Figure 1. M2 wires.
(4 px per um)
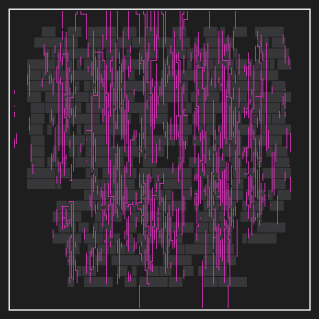
Figure 2. Placed cells, one colour a class.
(4 px per um) Fill, decap, tap and diode cells in grey.
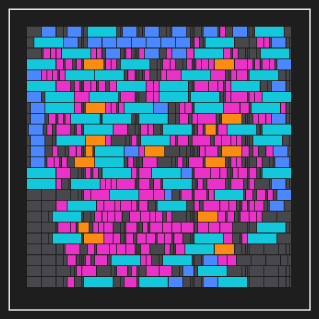
Figure 3. The clock network.
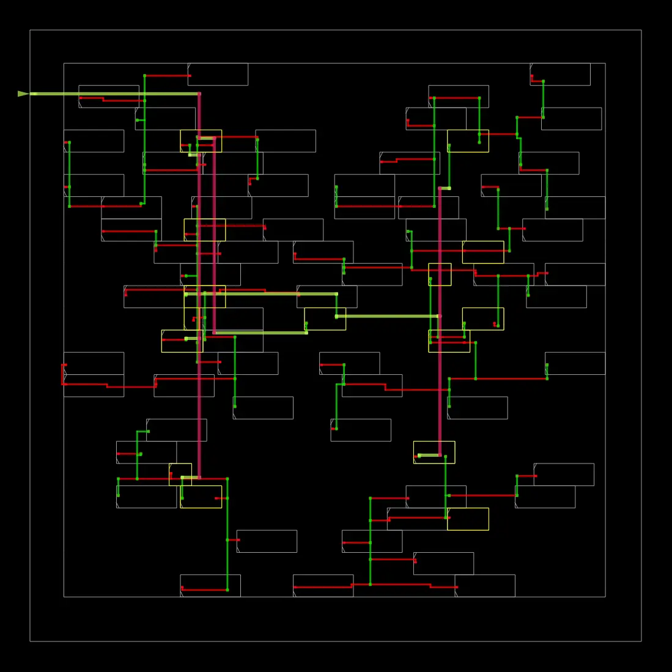
### src/rtl/uart_frame_loader_if.sv
// uart_frame_loader_if
// Bundles the UART byte strobe, the sample-RAM write port and the FFT
// handshake used by uart_frame_loader.
//   i_rx_flag   : uart_rx byte strobe, active-low
//   i_rx_byte   : received byte, valid while i_rx_flag is low
//   o_wr_en     : sample RAM write enable (one-cycle pulse)
//   o_wr_addr   : sample RAM write address (ADDR_W bits)
//   o_wr_data   : sample RAM write data {high byte, low byte}
//   o_fft_start : one-cycle pulse when a frame is complete
//   i_fft_done  : one-cycle pulse from the FFT core
//   o_busy      : high while waiting for the FFT
//   o_overrun   : sticky, a byte arrived while busy
//   o_frame_err : one-cycle pulse when a partial frame is discarded
// Modport master is the loader side, slave is the environment side.
interface uart_frame_loader_if #(
  parameter int ADDR_W = 8
);
  logic              i_rx_flag;
  logic [7:0]        i_rx_byte;
  logic              o_wr_en;
  logic [ADDR_W-1:0] o_wr_addr;
  logic [15:0]       o_wr_data;
  logic              o_fft_start;
  logic              i_fft_done;
  logic              o_busy;
  logic              o_overrun;
  logic              o_frame_err;

  modport master (
    input  i_rx_flag, i_rx_byte, i_fft_done,
    output o_wr_en, o_wr_addr, o_wr_data, o_fft_start, o_busy, o_overrun, o_frame_err
  );

  modport slave (
    output i_rx_flag, i_rx_byte, i_fft_done,
    input  o_wr_en, o_wr_addr, o_wr_data, o_fft_start, o_busy, o_overrun, o_frame_err
  );
endinterface

### src/rtl/uart_frame_loader.sv
// uart_frame_loader
// Collects UART bytes, pairs them little-endian into 16-bit samples and
// writes them to consecutive sample RAM addresses. After N_SAMPLES samples
// it pulses the FFT start and ignores input (flagging overrun) until the
// FFT reports done. An inter-byte timeout discards a partial frame.
// Ports:
//   i_clk : system clock
//   i_rst : synchronous, active-high reset
//   bus   : uart_frame_loader_if.master (byte strobe, RAM write, FFT handshake)
// Optional build macro FRAME_SYNC_EN: adds a sync state that waits for a
// 8'hA5 header byte after reset, after FFT done and after a timeout.
module uart_frame_loader #(
  parameter int N_SAMPLES     = 256,
  parameter int ADDR_W        = 8,
  parameter int TIMEOUT_TICKS = 4096
) (
  input  logic                 i_clk,
  input  logic                 i_rst,
  uart_frame_loader_if.master  bus
);

  localparam bit TMO_EN = (TIMEOUT_TICKS > 0);
  localparam int TW     = TMO_EN ? $clog2(TIMEOUT_TICKS + 1) : 1;
  localparam logic [TW-1:0]     TMO_MAX   = TW'(TIMEOUT_TICKS);
  localparam logic [ADDR_W-1:0] LAST_ADDR = ADDR_W'(N_SAMPLES - 1);

  typedef enum logic [2:0] {
    S_LO, S_HI, S_START, S_WAIT
`ifdef FRAME_SYNC_EN
    , S_SYNC
`endif
  } state_t;

`ifdef FRAME_SYNC_EN
  localparam state_t RESTART = S_SYNC;
`else
  localparam state_t RESTART = S_LO;
`endif

  state_t            state_q, state_d;
  logic              flag_q, flag_d;
  logic [7:0]        lo_q, lo_d;
  logic [ADDR_W-1:0] count_q, count_d;
  logic [TW-1:0]     tmo_q, tmo_d;
  logic              wr_en_q, wr_en_d;
  logic [ADDR_W-1:0] wr_addr_q, wr_addr_d;
  logic [15:0]       wr_data_q, wr_data_d;
  logic              fft_start_q, fft_start_d;
  logic              overrun_q, overrun_d;
  logic              frame_err_q, frame_err_d;
  logic              accept;
  logic              counting;

  // A byte is taken on the high-to-low transition of the strobe, so a
  // strobe held low for several cycles is only seen once.
  assign accept = flag_q & ~bus.i_rx_flag;

  always_comb begin
    state_d     = state_q;
    flag_d      = bus.i_rx_flag;
    lo_d        = lo_q;
    count_d     = count_q;
    tmo_d       = tmo_q;
    wr_en_d     = 1'b0;
    wr_addr_d   = wr_addr_q;
    wr_data_d   = wr_data_q;
    fft_start_d = 1'b0;
    overrun_d   = overrun_q;
    frame_err_d = 1'b0;
    counting    = 1'b0;

    unique case (state_q)
      S_LO: begin
        if (accept) begin
          lo_d    = bus.i_rx_byte;
          tmo_d   = '0;
          state_d = S_HI;
        end else begin
          // Idle before the first sample of a frame never times out.
          counting = (count_q != '0);
        end
      end
      S_HI: begin
        if (accept) begin
          wr_en_d   = 1'b1;
          wr_addr_d = count_q;
          wr_data_d = {bus.i_rx_byte, lo_q};
          count_d   = count_q + 1'b1;
          tmo_d     = '0;
          state_d   = (count_q == LAST_ADDR) ? S_START : S_LO;
        end else begin
          counting = 1'b1;
        end
      end
      S_START: begin
        fft_start_d = 1'b1;
        count_d     = '0;
        tmo_d       = '0;
        state_d     = S_WAIT;
        if (accept) overrun_d = 1'b1;
      end
      S_WAIT: begin
        // A byte coinciding with done is still dropped.
        if (accept) overrun_d = 1'b1;
        if (bus.i_fft_done) state_d = RESTART;
        tmo_d = '0;
      end
`ifdef FRAME_SYNC_EN
      S_SYNC: begin
        tmo_d = '0;
        if (accept && (bus.i_rx_byte == 8'hA5)) begin
          count_d = '0;
          state_d = S_LO;
        end
      end
`endif
      default: state_d = RESTART;
    endcase

    // Timeout discards the latched low byte and the partial frame.
    if (TMO_EN && counting) begin
      if (tmo_q == TMO_MAX) begin
        state_d     = RESTART;
        count_d     = '0;
        tmo_d       = '0;
        frame_err_d = 1'b1;
      end else begin
        tmo_d = tmo_q + 1'b1;
      end
    end
  end

  always_ff @(posedge i_clk) begin
    if (i_rst) begin
      state_q     <= RESTART;
      flag_q      <= 1'b1;
      lo_q        <= '0;
      count_q     <= '0;
      tmo_q       <= '0;
      wr_en_q     <= 1'b0;
      wr_addr_q   <= '0;
      wr_data_q   <= '0;
      fft_start_q <= 1'b0;
      overrun_q   <= 1'b0;
      frame_err_q <= 1'b0;
    end else begin
      state_q     <= state_d;
      flag_q      <= flag_d;
      lo_q        <= lo_d;
      count_q     <= count_d;
      tmo_q       <= tmo_d;
      wr_en_q     <= wr_en_d;
      wr_addr_q   <= wr_addr_d;
      wr_data_q   <= wr_data_d;
      fft_start_q <= fft_start_d;
      overrun_q   <= overrun_d;
      frame_err_q <= frame_err_d;
    end
  end

  assign bus.o_wr_en     = wr_en_q;
  assign bus.o_wr_addr   = wr_addr_q;
  assign bus.o_wr_data   = wr_data_q;
  assign bus.o_fft_start = fft_start_q;
  assign bus.o_busy      = (state_q == S_WAIT);
  assign bus.o_overrun   = overrun_q;
  assign bus.o_frame_err = frame_err_q;

endmodule

### src/flat_wrapper.sv
// flat-port wrapper written by rule: the top's interface ports become plain ports
module uart_frame_loader_flat 
#(
  parameter int N_SAMPLES     = 256,
  parameter int ADDR_W        = 8,
  parameter int TIMEOUT_TICKS = 4096
)
  (i_clk, i_rst, bus_i_rx_flag, bus_i_rx_byte, bus_i_fft_done, bus_o_wr_en, bus_o_wr_addr, bus_o_wr_data, bus_o_fft_start, bus_o_busy, bus_o_overrun, bus_o_frame_err);
  uart_frame_loader_if #(.ADDR_W(ADDR_W)) bus_i ();
  input  logic i_clk;
  input  logic i_rst;
  input wire logic [$bits(bus_i.i_rx_flag)-1:0] bus_i_rx_flag;
  input wire logic [$bits(bus_i.i_rx_byte)-1:0] bus_i_rx_byte;
  input wire logic [$bits(bus_i.i_fft_done)-1:0] bus_i_fft_done;
  output wire logic [$bits(bus_i.o_wr_en)-1:0] bus_o_wr_en;
  output wire logic [$bits(bus_i.o_wr_addr)-1:0] bus_o_wr_addr;
  output wire logic [$bits(bus_i.o_wr_data)-1:0] bus_o_wr_data;
  output wire logic [$bits(bus_i.o_fft_start)-1:0] bus_o_fft_start;
  output wire logic [$bits(bus_i.o_busy)-1:0] bus_o_busy;
  output wire logic [$bits(bus_i.o_overrun)-1:0] bus_o_overrun;
  output wire logic [$bits(bus_i.o_frame_err)-1:0] bus_o_frame_err;
  assign bus_i.i_rx_flag = bus_i_rx_flag;
  assign bus_i.i_rx_byte = bus_i_rx_byte;
  assign bus_i.i_fft_done = bus_i_fft_done;
  assign bus_o_wr_en = bus_i.o_wr_en;
  assign bus_o_wr_addr = bus_i.o_wr_addr;
  assign bus_o_wr_data = bus_i.o_wr_data;
  assign bus_o_fft_start = bus_i.o_fft_start;
  assign bus_o_busy = bus_i.o_busy;
  assign bus_o_overrun = bus_i.o_overrun;
  assign bus_o_frame_err = bus_i.o_frame_err;
  uart_frame_loader #(.N_SAMPLES(N_SAMPLES), .ADDR_W(ADDR_W), .TIMEOUT_TICKS(TIMEOUT_TICKS)) u_core (.i_clk(i_clk), .i_rst(i_rst), .bus(bus_i));
endmodule
### config.mk
export PLATFORM = sky130hd
export DESIGN_NAME = uart_frame_loader_flat
export DESIGN_NICKNAME = d
export VERILOG_FILES = /design/src/rtl/uart_frame_loader_if.sv /design/src/rtl/uart_frame_loader.sv /design/src/flat_wrapper.sv
export SDC_FILE = /design/constraint.sdc
export NUM_CORES = 1
export LEC_CHECK = 0
export CAP_MARGIN = 10
export CORE_MARGIN = 4
export CORE_UTILIZATION = 57
export DETAILED_ROUTE_END_ITERATION = 8
export GPL_ROUTABILITY_DRIVEN = 0
export MAX_ROUTING_LAYER = met4
export PLACE_DENSITY = 0.82
export SYNTH_ARGS = -nofsm -noshare
export SYNTH_HDL_FRONTEND = slang
export SYNTH_SLANG_ARGS = --single-unit
export TNS_END_PERCENT = 30
### constraint.sdc
create_clock -name i_clk -period 5.6 [get_ports i_clk]
set_input_delay 1.12 -clock i_clk [delete_from_list [all_inputs] [get_ports i_clk]]
set_output_delay 1.12 -clock i_clk [all_outputs]
set_load 0.01 [all_outputs]
==> flow_summary.rst <==
Flow metrics
------------

.. list-table::
   :header-rows: 1

   * - Metric
     - Value
   * - Proportion of power drawn by combinational gates
     - under 10%
   * - Top logic cell by instance count in the layout
     - sky130_fd_sc_hd__nand2_1
   * - Met3 Routed Length
     - approximately 230 um
   * - # fillers
     - roughly 350
   * - Sequential Power Share
     - between 50% and 60%
   * - Clock transition time at the flip-flop clock pins of the worst setup and hold paths
     - roughly 70 ps
   * - Transition at the pin with the smallest max-transition slack
     - approximately 1200 ps
   * - Top cell type's share of synthesized area
     - 48.0%
   * - Global routing usage summed across all routing layers
     - between 20% and 30%
   * - Final setup fails
     - 0
   * - GR peak layer
     - met2
   * - # DRC
     - 0
   * - Max-slew violations
     - 0
   * - Layout net count
     - about 360
   * - Initial drt markers
     - roughly 130
   * - Post-synth cell types
     - 47
   * - Worst-case reg-to-reg path depth
     - 5
   * - Post-CTS setup buffers
     - 0
   * - Number of cell rows
     - 24
   * - Gate family responsible for the most delay along the worst path
     - simple AND/OR/NAND/NOR gates
   * - Number of maximum-capacitance constraint violations
     - 0
   * - Peak ir drop on the vdd network
     - ~0.00019 V
   * - Post-Route M1 WL
     - 2490 um
   * - Data required, critical path
     - ~5900 ps
   * - Largest cells by area after synthesis
     - sky130_fd_sc_hd__dfxtp_1 (48%), sky130_fd_sc_hd__nand2_1 (9.9%), sky130_fd_sc_hd__a21oi_1 (6.1%), sky130_fd_sc_hd__mux2i_1 (4.3%), sky130_fd_sc_hd__nor2_1 (3.8%)
   * - Fraction of area in clock buffers and inverters
     - ~5.9%
   * - Reg2reg end
     - u_core.count_q[7]$_SDFF_PP0_
   * - Total non-filler cell area in the finished layout
     - approximately 3100 um2
   * - Core occupancy in the finished layout
     - between 70% and 80%
   * - Most used standard cells in the synthesized netlist
     - sky130_fd_sc_hd__nand2_1 (67), sky130_fd_sc_hd__dfxtp_1 (61), sky130_fd_sc_hd__a21oi_1 (31)
   * - Source of the critical timing path
     - bus_i_rx_flag
   * - Post-synth tally of flip-flops with integrated enable
     - 0
   * - R2r startpoint
     - u_core.flag_q$_SDFF_PP1_
   * - Total number of warnings across the stage logs
     - 28
   * - Net Count, Synth
     - 319
   * - Maximum count of clock buffers along a single path
     - 2
   * - Internal power component
     - 650 uW
   * - Final Cycle Share
     - between 60% and 70%
   * - Maximum number of pins on one net before global-route repair
     - 51
   * - Post-Synth Simple-Gate Area
     - a little over a quarter
   * - Crit path max fanout
     - 31
   * - Hold path startpoint
     - u_core.bus.o_wr_addr[7]$_SDFFE_PP0P_
   * - Count of clock tree sinks
     - about 60
   * - Setup WS pre-CTS
     - approximately 1900 ps
   * - Result of the run
     - completed
   * - Count of buffers from port buffering
     - 40
   * - Largest non-sequential cell family by area
     - simple AND/OR/NAND/NOR gates
   * - Total chip power
     - approximately 840 uW
   * - Non-CTS inverters
     - 5
   * - Fraction of registers with async set/reset
     - 0%
   * - Post-detailed-placement half-perimeter wirelength
     - approximately 3600 um
   * - Most numerous logic cells after layout
     - sky130_fd_sc_hd__nand2_1 (67), sky130_fd_sc_hd__dfxtp_1 (61), sky130_fd_sc_hd__clkdlybuf4s50_1 (40)
   * - Total power divided by cell area
     - ~270 nW/um2
   * - CTS Hold Buffers Added
     - 0
   * - H-Tree Level Count
     - 3
   * - Global-route wire length before repair
     - 9250 um
   * - Post-synth seq share
     - about half
   * - Total I/O pin count
     - just over 40
   * - Cell area after placement
     - 2950 um2
   * - Comb_multi_in
     - ~220
   * - Initial antenna violation count
     - 0
   * - Power attributed to combinational cells
     - between 40 and 50 uW
   * - Fraction of standard cell area in multi-input logic
     - 39.2%
   * - Met3 Track Usage GR
     - roughly 4.0%
   * - Arrival time worst endpoint
     - between 3000 and 4000 ps
   * - Share of layout cells above drive strength 1
     - about 7.3%
   * - CP endpoint
     - u_core.count_q[7]$_SDFF_PP0_
   * - Group drawing the most power
     - registers
   * - Share of final layout cell area taken by non-clock buffers
     - approximately 13%
   * - Fraction of area in registers
     - roughly 39%
   * - Synthesized area per cell
     - approximately 8.4 um2
## Picture notes: Figure 1
- wire length on this layer: 2710 um
- main direction: vertical
- longest straight run: 37.1 um
via total after detailed routing: 2208
met2 usage: 35.4%
Detailed Route WL: 5540 um

## Picture notes: Figure 2
- remaining buffers and delay cells: blue (cells 43; share of their area 14%)
- clock drivers and dummy loads: orange (cells 15; share of their area 6.0%)
- remaining logic cells: magenta (cells 224; share of their area 41%)
- registers: cyan (cells 61; share of their area 40%)

## Picture notes: Figure 3
tally of clock buffers in the finished layout: 12
CTS Buf Count: 9
clock latency on the worst-skew pair: 330 ps

==> tightest hold or removal path, delay by kind of cell (launching register included) <==
family	cells	cell delay, ps
AOI/OAI and AO/OA	1	50
and+or+nand+nor	1	50
DFF	1	310
==> state kept, by name (all words and copies together), names as in the netlist <==
| register | flops |
|---|---|
| u_core.count_q | 8 |
| u_core.bus.o_wr_en | 1 |
| u_core.bus.o_wr_data | 16 |
| u_core.bus.o_fft_start | 1 |
| u_core.flag_q | 1 |
| u_core.lo_q | 8 |
| u_core.state_q | 3 |
| u_core.tmo_q | 13 |
| u_core.bus.o_frame_err | 1 |
| u_core.bus.o_overrun | 1 |
| u_core.bus.o_wr_addr | 8 |
No activity file was given, so power comes from the tool's default toggle rates.
